## config.mk

```make
export PLATFORM = sky130hd
export DESIGN_NAME = oam_dma_engine
export DESIGN_NICKNAME = d
export VERILOG_FILES = /design/src/rtl/oam_dma_engine.sv
export SDC_FILE = /design/constraint.sdc
export NUM_CORES = 1
export LEC_CHECK = 0
export ABC_AREA = 1
export CAP_MARGIN = 15
export CORE_MARGIN = 5
export CORE_UTILIZATION = 51
export CTS_CLUSTER_DIAMETER = 80
export DETAILED_ROUTE_END_ITERATION = 8
export PLACE_DENSITY = 0.86
export SLEW_MARGIN = 10
export SYNTH_ARGS = -nofsm -noshare
export SYNTH_HDL_FRONTEND = slang
export SYNTH_SLANG_ARGS = --single-unit
```

## constraint.sdc

```tcl
create_clock -name clk -period 4.8 [get_ports clk]
set_input_delay 0.96 -clock clk [delete_from_list [all_inputs] [get_ports clk]]
set_output_delay 0.96 -clock clk [all_outputs]
set_load 0.02 [all_outputs]
```

## src/rtl/oam_dma_engine.sv

```systemverilog
`timescale 1ns/1ps
`default_nettype none
// ============================================================================
//  Module   : oam_dma_engine
//  Purpose  : Game Boy OAM DMA. A CPU write to FF46 selects a source page;
//             NUM_BYTES bytes are copied from {page, 8'h00..} into OAM
//             offsets 0x00.. at one byte per CYCLES_PER_BYTE clocks.
//  Revision : 1.0  initial release
// ----------------------------------------------------------------------------
//  Ports
//    clk        in   1   system clock
//    rst_n      in   1   asynchronous active-low reset
//    reg_we     in   1   FF46 write strobe (one cycle)
//    reg_wdata  in   8   source page written to FF46
//    reg_rdata  out  8   last value written to FF46
//    src_addr   out  16  source byte address (valid with src_re)
//    src_re     out  1   source read request, data returns next cycle
//    src_rdata  in   8   source read data (1-cycle latency)
//    oam_addr   out  8   OAM write offset (valid with oam_we)
//    oam_wdata  out  8   OAM write data (valid with oam_we)
//    oam_we     out  1   OAM write enable, one cycle per byte
//    busy       out  1   transfer in progress
//    done       out  1   one-cycle pulse after the transfer ends
// ----------------------------------------------------------------------------
//  Build option
//    OAM_DMA_RESTART_EN : when defined, an FF46 write during a transfer
//                         restarts it from byte 0 with the new page.
// ============================================================================
module oam_dma_engine #(
    parameter int CYCLES_PER_BYTE = 4,
    parameter int START_DELAY     = 4,
    parameter int NUM_BYTES       = 160
) (
    input  logic        clk,
    input  logic        rst_n,
    input  logic        reg_we,
    input  logic [7:0]  reg_wdata,
    output logic [7:0]  reg_rdata,
    output logic [15:0] src_addr,
    output logic        src_re,
    input  logic [7:0]  src_rdata,
    output logic [7:0]  oam_addr,
    output logic [7:0]  oam_wdata,
    output logic        oam_we,
    output logic        busy,
    output logic        done
);

    localparam logic [1:0] S_IDLE   = 2'd0;
    localparam logic [1:0] S_DELAY  = 2'd1;
    localparam logic [1:0] S_XFER   = 2'd2;
    localparam logic [1:0] S_FINISH = 2'd3;

    localparam logic [7:0] LAST_IDX   = 8'(NUM_BYTES - 1);
    localparam logic [3:0] LAST_PHASE = 4'(CYCLES_PER_BYTE - 1);
    localparam logic [3:0] LAST_DELAY = 4'(START_DELAY - 1);
    // With no start delay the first source read follows the trigger directly.
    localparam logic [1:0] S_START    = (START_DELAY > 0) ? S_DELAY : S_XFER;

    logic [1:0] r_state;
    logic [7:0] r_page;
    logic [7:0] r_idx;
    logic [3:0] r_phase;
    logic [3:0] r_dcnt;
    logic [7:0] r_reg;
    logic       r_busy;
    logic       r_done;

    logic [1:0] w_state_n;
    logic [7:0] w_page_n;
    logic [7:0] w_idx_n;
    logic [3:0] w_phase_n;
    logic [3:0] w_dcnt_n;
    logic       w_accept;
    logic [7:0] w_eff_page;

    // Echo RAM (E000-FDFF) mirrors C000-DDFF; pages E0..FF are pulled down.
    assign w_eff_page = (r_page >= 8'hE0) ? (r_page - 8'h20) : r_page;

    // A write is taken as a new trigger when no transfer is running; the
    // FINISH cycle counts as not running so back-to-back triggers work.
`ifdef OAM_DMA_RESTART_EN
    assign w_accept = reg_we;
`else
    assign w_accept = reg_we && ((r_state == S_IDLE) || (r_state == S_FINISH));
`endif

    // ------------------------------------------------------------------
    // State register (plus registered busy/done and FF46 readback)
    // ------------------------------------------------------------------
    always_ff @(posedge clk or negedge rst_n) begin
        if (!rst_n) begin
            r_state <= S_IDLE;
            r_page  <= 8'h00;
            r_idx   <= 8'h00;
            r_phase <= 4'h0;
            r_dcnt  <= 4'h0;
            r_reg   <= 8'hFF;
            r_busy  <= 1'b0;
            r_done  <= 1'b0;
        end else begin
            r_state <= w_state_n;
            r_page  <= w_page_n;
            r_idx   <= w_idx_n;
            r_phase <= w_phase_n;
            r_dcnt  <= w_dcnt_n;
            if (reg_we) begin
                r_reg <= reg_wdata;
            end
            r_busy  <= (w_state_n == S_DELAY) || (w_state_n == S_XFER);
            r_done  <= (w_state_n == S_FINISH);
        end
    end

    // ------------------------------------------------------------------
    // Next-state logic
    // ------------------------------------------------------------------
    always_comb begin
        w_state_n = r_state;
        w_page_n  = r_page;
        w_idx_n   = r_idx;
        w_phase_n = r_phase;
        w_dcnt_n  = r_dcnt;

        unique case (r_state)
            S_IDLE: begin
                w_state_n = S_IDLE;
            end
            S_DELAY: begin
                if (r_dcnt == LAST_DELAY) begin
                    w_state_n = S_XFER;
                    w_phase_n = 4'h0;
                end else begin
                    w_dcnt_n = r_dcnt + 4'd1;
                end
            end
            S_XFER: begin
                if (r_phase == LAST_PHASE) begin
                    if (r_idx == LAST_IDX) begin
                        w_state_n = S_FINISH;
                    end else begin
                        w_idx_n   = r_idx + 8'd1;
                        w_phase_n = 4'h0;
                    end
                end else begin
                    w_phase_n = r_phase + 4'd1;
                end
            end
            S_FINISH: begin
                w_state_n = S_IDLE;
            end
            default: begin
                w_state_n = S_IDLE;
            end
        endcase

        // Trigger (or restart) overrides whatever the sequencer chose.
        if (w_accept) begin
            w_page_n  = reg_wdata;
            w_idx_n   = 8'h00;
            w_phase_n = 4'h0;
            w_dcnt_n  = 4'h0;
            w_state_n = S_START;
        end
    end

    // ------------------------------------------------------------------
    // Output decode from registered state
    // ------------------------------------------------------------------
    always_comb begin
        src_re    = (r_state == S_XFER) && (r_phase == 4'd0);
        oam_we    = (r_state == S_XFER) && (r_phase == 4'd1);
        src_addr  = src_re ? {w_eff_page, r_idx} : 16'h0000;
        oam_addr  = oam_we ? r_idx : 8'h00;
        // Read data arrives in phase 1, the same cycle as the OAM write.
        oam_wdata = oam_we ? src_rdata : 8'h00;
        reg_rdata = r_reg;
        busy      = r_busy;
        done      = r_done;
    end

endmodule
`default_nettype wire

```

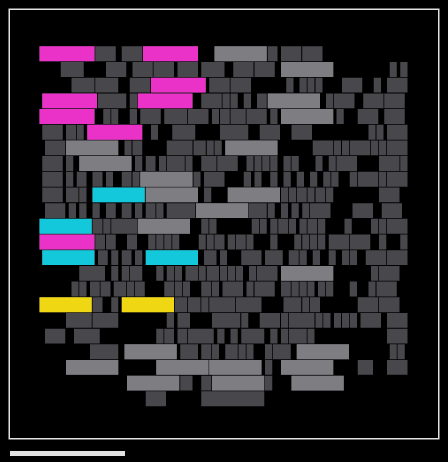
run_1/flops_by_reg.png
Bar = 20 µm.
magenta -> reg_rdata  # sequential cells 8, where north-west
yellow -> r_state  # sequential cells 2
cyan -> r_dcnt  # sequential cells 4, where west
not colored = 22
sequential group power: 0.318 mW
Seq area share: 0.318
Seq. cell area: 911 µm²

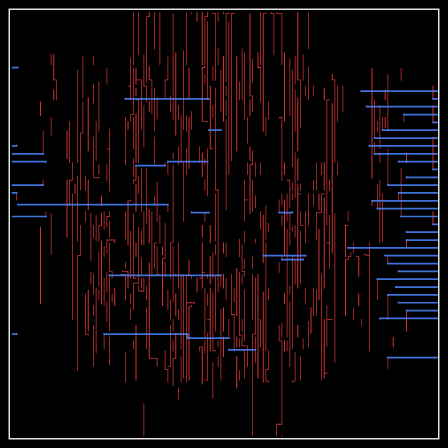
run_1/wires.png
Two of the layers only.
blue -> metal 3  # wire length 380 µm
red -> metal 2  # wire length 2480 µm
Routed WL: 4880 µm
WL/cell: 12.5 µm

==> ci_impl_report.md, run 1 <==
## Implementation flow summary

| Metric | Value |
|---|---|
| Vias in the first global route | `1775` |
| Post_cts resized | `0` |
| Tool warnings | `30` |
| Hold_ws | `0.497 ns` |
| Residual DRC | `0` |
| Pwr Density | `227 nW/µm²` |
| Clock Skew | `0.00519 ns` |
| Routability Congestion | `0.860` |
| Post-CTS Setup Bufs | `0` |
| Net count after synthesis | `305` |
| Post-synth top cells | `nand2_1 (61), nor2_1 (49), inv_1 (44), dfrtp_1 (28), nand3_1 (16)` |
| Top cell area share | `0.333` |
| Skew-Pair Late Insertion Delay | `0.29 ns` |
| Fin. max-slew vios | `0` |
| Total Nets Final | `368` |
| Worst-path maximum fanout | `16` |
| CP Capture Point | `src_addr[15]` |
| Chip area | `5510 µm²` |
| Switch Pwr | `0.146 mW` |
| Worst R2R Start | `r_state[0]$_DFF_PN0_` |
| Layout cells sized above 1 | `0.112` |
| Flop-to-flop setup slack | `2.55 ns` |
| CTS Hold Bufs | `0` |
| Yosys Instances | `276` |
| Area Growth Syn to Fin | `36.2%` |
| Root buffer cell | `clkbuf_8` |
| RSZ-0062 raised after global routing | `no` |
| Result of the run | `completed` |
| First-pass DRT Iterations | `4` |
| DR vias/cell | `4.97` |
| Crit Path Class | `reg -> out` |
| Cells after Synth | `276` |
| N_diodes | `0` |
| Core area | `4000 µm²` |
| Critical Path Source | `r_state[0]$_DFF_PN0_` |
| Worst Setup End Kind | `primary output` |
| Largest net degree at the start of global routing | `37` |
| Lkg Pwr | `1.41 nW` |
| Setup TNS | `0 ns` |
| Remaining global-route overflow | `0` |
| Layout Cells excl Fill | `390` |
| Max_cap viols | `0` |
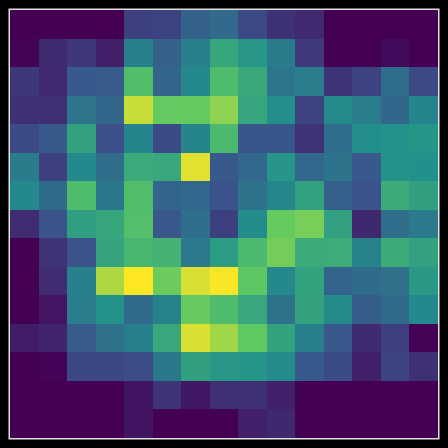
run_1/metal_density.png
The die is cut into 15 by 15 equal tiles; dark purple is low, yellow is high, scaled to the fullest tile. Values are wire area over tile area, all layers added.
densest ninth of the die = center
mean over tiles = 0.14
nearly empty tiles = 17%
tiles over half the peak = 27%
total number of vias: 1938
All-Layer GR Usage: 0.187

## run 1: worst min path at each step
stage                          endpoint                     start
2_1_floorplan     r_page[4]$_DFFE_PN0P_     r_page[4]$_DFFE_PN0P_
3_3_place_gp   reg_rdata[5]$_DFFE_PN1P_  reg_rdata[5]$_DFFE_PN1P_
3_5_place_dp      r_page[4]$_DFFE_PN0P_     r_page[4]$_DFFE_PN0P_
4_1_cts           r_page[4]$_DFFE_PN0P_     r_page[4]$_DFFE_PN0P_
5_1_grt        reg_rdata[5]$_DFFE_PN1P_  reg_rdata[5]$_DFFE_PN1P_
6_report          r_page[4]$_DFFE_PN0P_     r_page[4]$_DFFE_PN0P_
## run 1: cell usage in the layout (no fill, tap or decap), drive strengths merged, types with 6 or more instances in the layout
cell / netlist / final
a21oi: 6 / 6
mux2: 6 / 6
dfrtp: 28 / 28
ha: 10 / 10
o21ai: 19 / 19
nand2: 64 / 64
clkdlybuf4s50: 0 / 62
nand3: 20 / 20
inv: 45 / 45
dfstp: 8 / 8
nand4: 6 / 6
nor2: 51 / 51
## run 1: critical path, cell delays in order (launching register included)
cell             delay (ns)
dfrtp_1                0.42
inv_1                  0.10
ha_1                   0.31
nand3_2                0.34
inv_1                  0.17
nand2_1                0.06
a31oi_1                0.15
clkdlybuf4s50_1        0.64
## run 1: power by group through the flow
stage | Combinational (mW) | Sequential, mW | Clock (mW)
3_5_place_dp | 0.0681 | 0.324 | 0
6_report | 0.0672 | 0.318 | 0.266
3_3_place_gp | 0.0675 | 0.323 | 0
5_1_grt | 0.0720 | 0.319 | 0.284
4_1_cts | 0.0683 | 0.318 | 0.271
2_1_floorplan | 0.0158 | 0.332 | 0
## run 1: routing by layer
metal	wire length [µm]	up-vias	part of all wire	GRT usage
li1	-	981	-	-
met1	1960	891	0.40	0.218
met2	2480	60	0.51	0.338
met3	380	6	0.078	0.0446
met4	65	0	0.013	0.0593
met5	0	-	0	0
## run 1: metrics by stage
stage	area, µm²	setup WS, ns	total power [mW]
floorplan	2100	2.35	0.348
global placement	2760	1.68	0.391
detailed placement	2760	1.62	0.392
CTS	2870	1.33	0.658
global route	2870	1.10	0.675
finish	2870	1.36	0.651
## run 1: registers in the layout, indices dropped and copies added (netlist names)
name	flops
r_page	8
reg_rdata	8
done	1
r_dcnt	4
r_state	2
busy	1
r_phase	4
r_idx	8
## run 1: layout make-up
type,count,area [µm²]
clock buffers,5,68.8
clock inverters,3,42.5
fillers,325,1130
inverters,46,173
multi-input cells,187,981
flip-flops and latches,36,911
well taps,50,62.6
repair buffers,63,628
## run 1: cells by family (layout without fill, tap and decap cells)
kind of cell / Yosys count / after routing / share of synthesized area
fa+ha+maj: 10 / 10 / 0.0595
flops: 36 / 36 / 0.433
simple gates: 141 / 141 / 0.288
xor+xnor: 1 / 1 / 0.00416
buf+inv: 53 / 117 / 0.101
mux: 6 / 6 / 0.0321
compound gates: 29 / 29 / 0.0820
==> run 1 -> run 2 <==
--- a/config.mk
+++ b/config.mk
@@ -8,10 +8,10 @@
 export ABC_AREA = 1
 export CAP_MARGIN = 15
 export CORE_MARGIN = 5
-export CORE_UTILIZATION = 51
+export CORE_UTILIZATION = 43
 export CTS_CLUSTER_DIAMETER = 80
 export DETAILED_ROUTE_END_ITERATION = 8
-export PLACE_DENSITY = 0.86
+export PLACE_DENSITY = 0.77
 export SLEW_MARGIN = 10
 export SYNTH_ARGS = -nofsm -noshare
 export SYNTH_HDL_FRONTEND = slang
==> constraint.sdc (replaced) <==
create_clock -name clk -period 2.9 [get_ports clk]
set_input_delay 0.58 -clock clk [delete_from_list [all_inputs] [get_ports clk]]
set_output_delay 0.58 -clock clk [all_outputs]
set_load 0.02 [all_outputs]
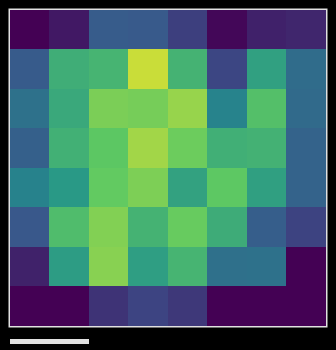
run_2/cell_density.png
Bar = 20 µm. The die is cut into 8 by 8 equal tiles; dark purple is low, yellow is high, 0 to 100% covered.
emptiest ninth of the die = south-east
nearly empty tiles = 13%
densest ninth of the die = center
tiles over 75% full = 17%
fullest tile = 92%
starting density of the core: 0.446
post-layout util: 0.612

==> ci_impl_report.md, run 2 <==
## Implementation flow summary

| Metric | Value |
|---|---|
| Flop-to-flop setup slack | `0.88 ns` |
| Max_cap viols | `0` |
| Chip area | `6390 µm²` |
| Cells after Synth | `276` |
| DP Area | `2790 µm²` |
| Delay-heaviest family, CP | `buffers and inverters` |
| CTS Hold Bufs | `0` |
| Remaining global-route overflow | `0` |
| Crit Path Class | `reg -> out` |
| Total Nets Final | `370` |
| Filler Cells Inserted | `421` |
| Most numerous logic cell after layout | `nand2_1` |
| Residual DRC | `0` |
| Tool warnings | `30` |
| Yosys Instances | `276` |
| Setup TNS | `0 ns` |
| Crit path cell chain | `inv_1 > ha_2 > nand3_4 > a311oi_1 > clkdlybuf4s50_1` |
| RSZ-0062 raised after global routing | `no` |
| Result of the run | `completed` |
| Final Power | `0.995 mW` |
| Layout cells sized above 1 | `0.117` |
| Root buffer cell | `clkbuf_8` |
| Slowest CP cell | `clkdlybuf4s50_1` |
| Top cell area share | `0.333` |
| Vias in the first global route | `1798` |
| DR vias/cell | `4.69` |
| WL/cell | `11.7 µm` |
| Clock Skew | `0.00518 ns` |
| Worst Setup End Kind | `primary output` |
| Net count after synthesis | `305` |
| Fin. max-slew vios | `0` |
| Post_cts resized | `1` |
| Worst R2R Start | `r_state[0]$_DFF_PN0_` |
| Reg2reg path depth | `7` |
| Post-CTS Setup Bufs | `0` |
| First-pass DRT Iterations | `4` |
| Post-synth top cells | `nand2_1 (61), nor2_1 (49), inv_1 (44), dfrtp_1 (28), nand3_1 (16)` |
| Skew-Pair Late Insertion Delay | `0.29 ns` |
| N_diodes | `0` |
| Top cells excl fill/tap | `nand2_1 (61), clkdlybuf4s50_1 (60), nor2_1 (49)` |
| Routability Congestion | `0.822` |
| Buf/Inv on CP | `2` |
| Slowest stage delay, CP | `0.66 ns` |
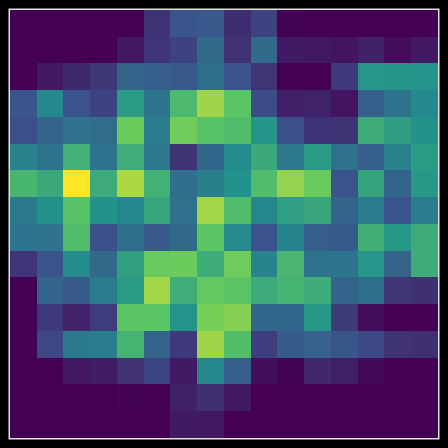
run_2/metal_density.png
The die is cut into 16 by 16 equal tiles; dark purple is low, yellow is high, scaled to the fullest tile. Values are wire area over tile area, all layers added.
tiles over half the peak = 27%
mean over tiles = 0.12
emptiest ninth of the die = south-east
densest ninth of the die = center
fullest tile = 0.40
nearly empty tiles = 22%
total number of vias: 1920
Routed WL: 4770 µm
All-Layer GR Usage: 0.158

-- run 2: cell types whose count changed in the layout (fill, tap and decap cells not counted) --
cell and change:
clkbuf_8 +1, nand3_4 +2, clkbuf_1 +2, ha_1 -1
dlygate4sd2_1 +1, clkinvlp_4 -1, clkinv_2 -1, nand3_2 -2
buf_2 +1, bufinv_16 -1, clkdlybuf4s50_1 -2, buf_4 +2
ha_2 +1
-- run 2: metrics by stage --
stage,hold WS (ns),worst slack (ns)
2_1_floorplan,0.284,0.825
3_3_place_gp,0.473,0.425
3_5_place_dp,0.479,0.325
4_1_cts,0.402,0.0256
5_1_grt,0.434,0.0421
6_report,0.370,0.157
-- run 2: cells by family after synthesis --
| logic type | share of synthesized area |
|---|---|
| AND-OR/OR-AND | 0.0820 |
| flip-flops | 0.433 |
| AND/OR/NAND/NOR | 0.288 |
| XOR/XNOR | 0.00416 |
| buffers and inverters | 0.101 |
| multiplexers | 0.0321 |
| adder cells (fa/ha/maj) | 0.0595 |
-- run 2: area by class of cell --
cell class              count  area, µm²  share of cell area
multi-input cells         187        998               0.345
inverters                  46        173              0.0597
clock buffers               8       90.1              0.0311
flip-flops and latches     36        911               0.315
repair buffers             65        637               0.220
well taps                  67       83.8              0.0290
-- run 2: metal layers --
layer,share of wire,GRT usage,vias up
met5,0,0,-
met4,0.012,0.0524,0
met3,0.097,0.0632,6
met2,0.46,0.265,56
met1,0.43,0.183,867
li1,-,-,991
-- run 2: where the power goes --
part / internal, mW / total (mW) / switching, mW
Clock: 0.193 / 0.358 / 0.164
Sequential: 0.521 / 0.527 / 0.00572
Combinational: 0.0597 / 0.111 / 0.0508
Total: 0.774 / 0.995 / 0.221
-- run 2: worst max-delay path by stage --
stage                    startpoint           end  slack [ns]  cells past startpoint
2_1_floorplan  r_state[0]$_DFF_PN0_  src_addr[15]        0.83                      6
3_3_place_gp   r_state[0]$_DFF_PN0_  src_addr[15]        0.42                      7
3_5_place_dp   r_state[0]$_DFF_PN0_  src_addr[15]        0.33                      7
4_1_cts        r_state[0]$_DFF_PN0_  src_addr[14]        0.03                      5
5_1_grt        r_state[0]$_DFF_PN0_   src_addr[4]        0.04                      6
6_report       r_state[0]$_DFF_PN0_  src_addr[14]        0.16                      5
Power and IR drop assume default switching activity.
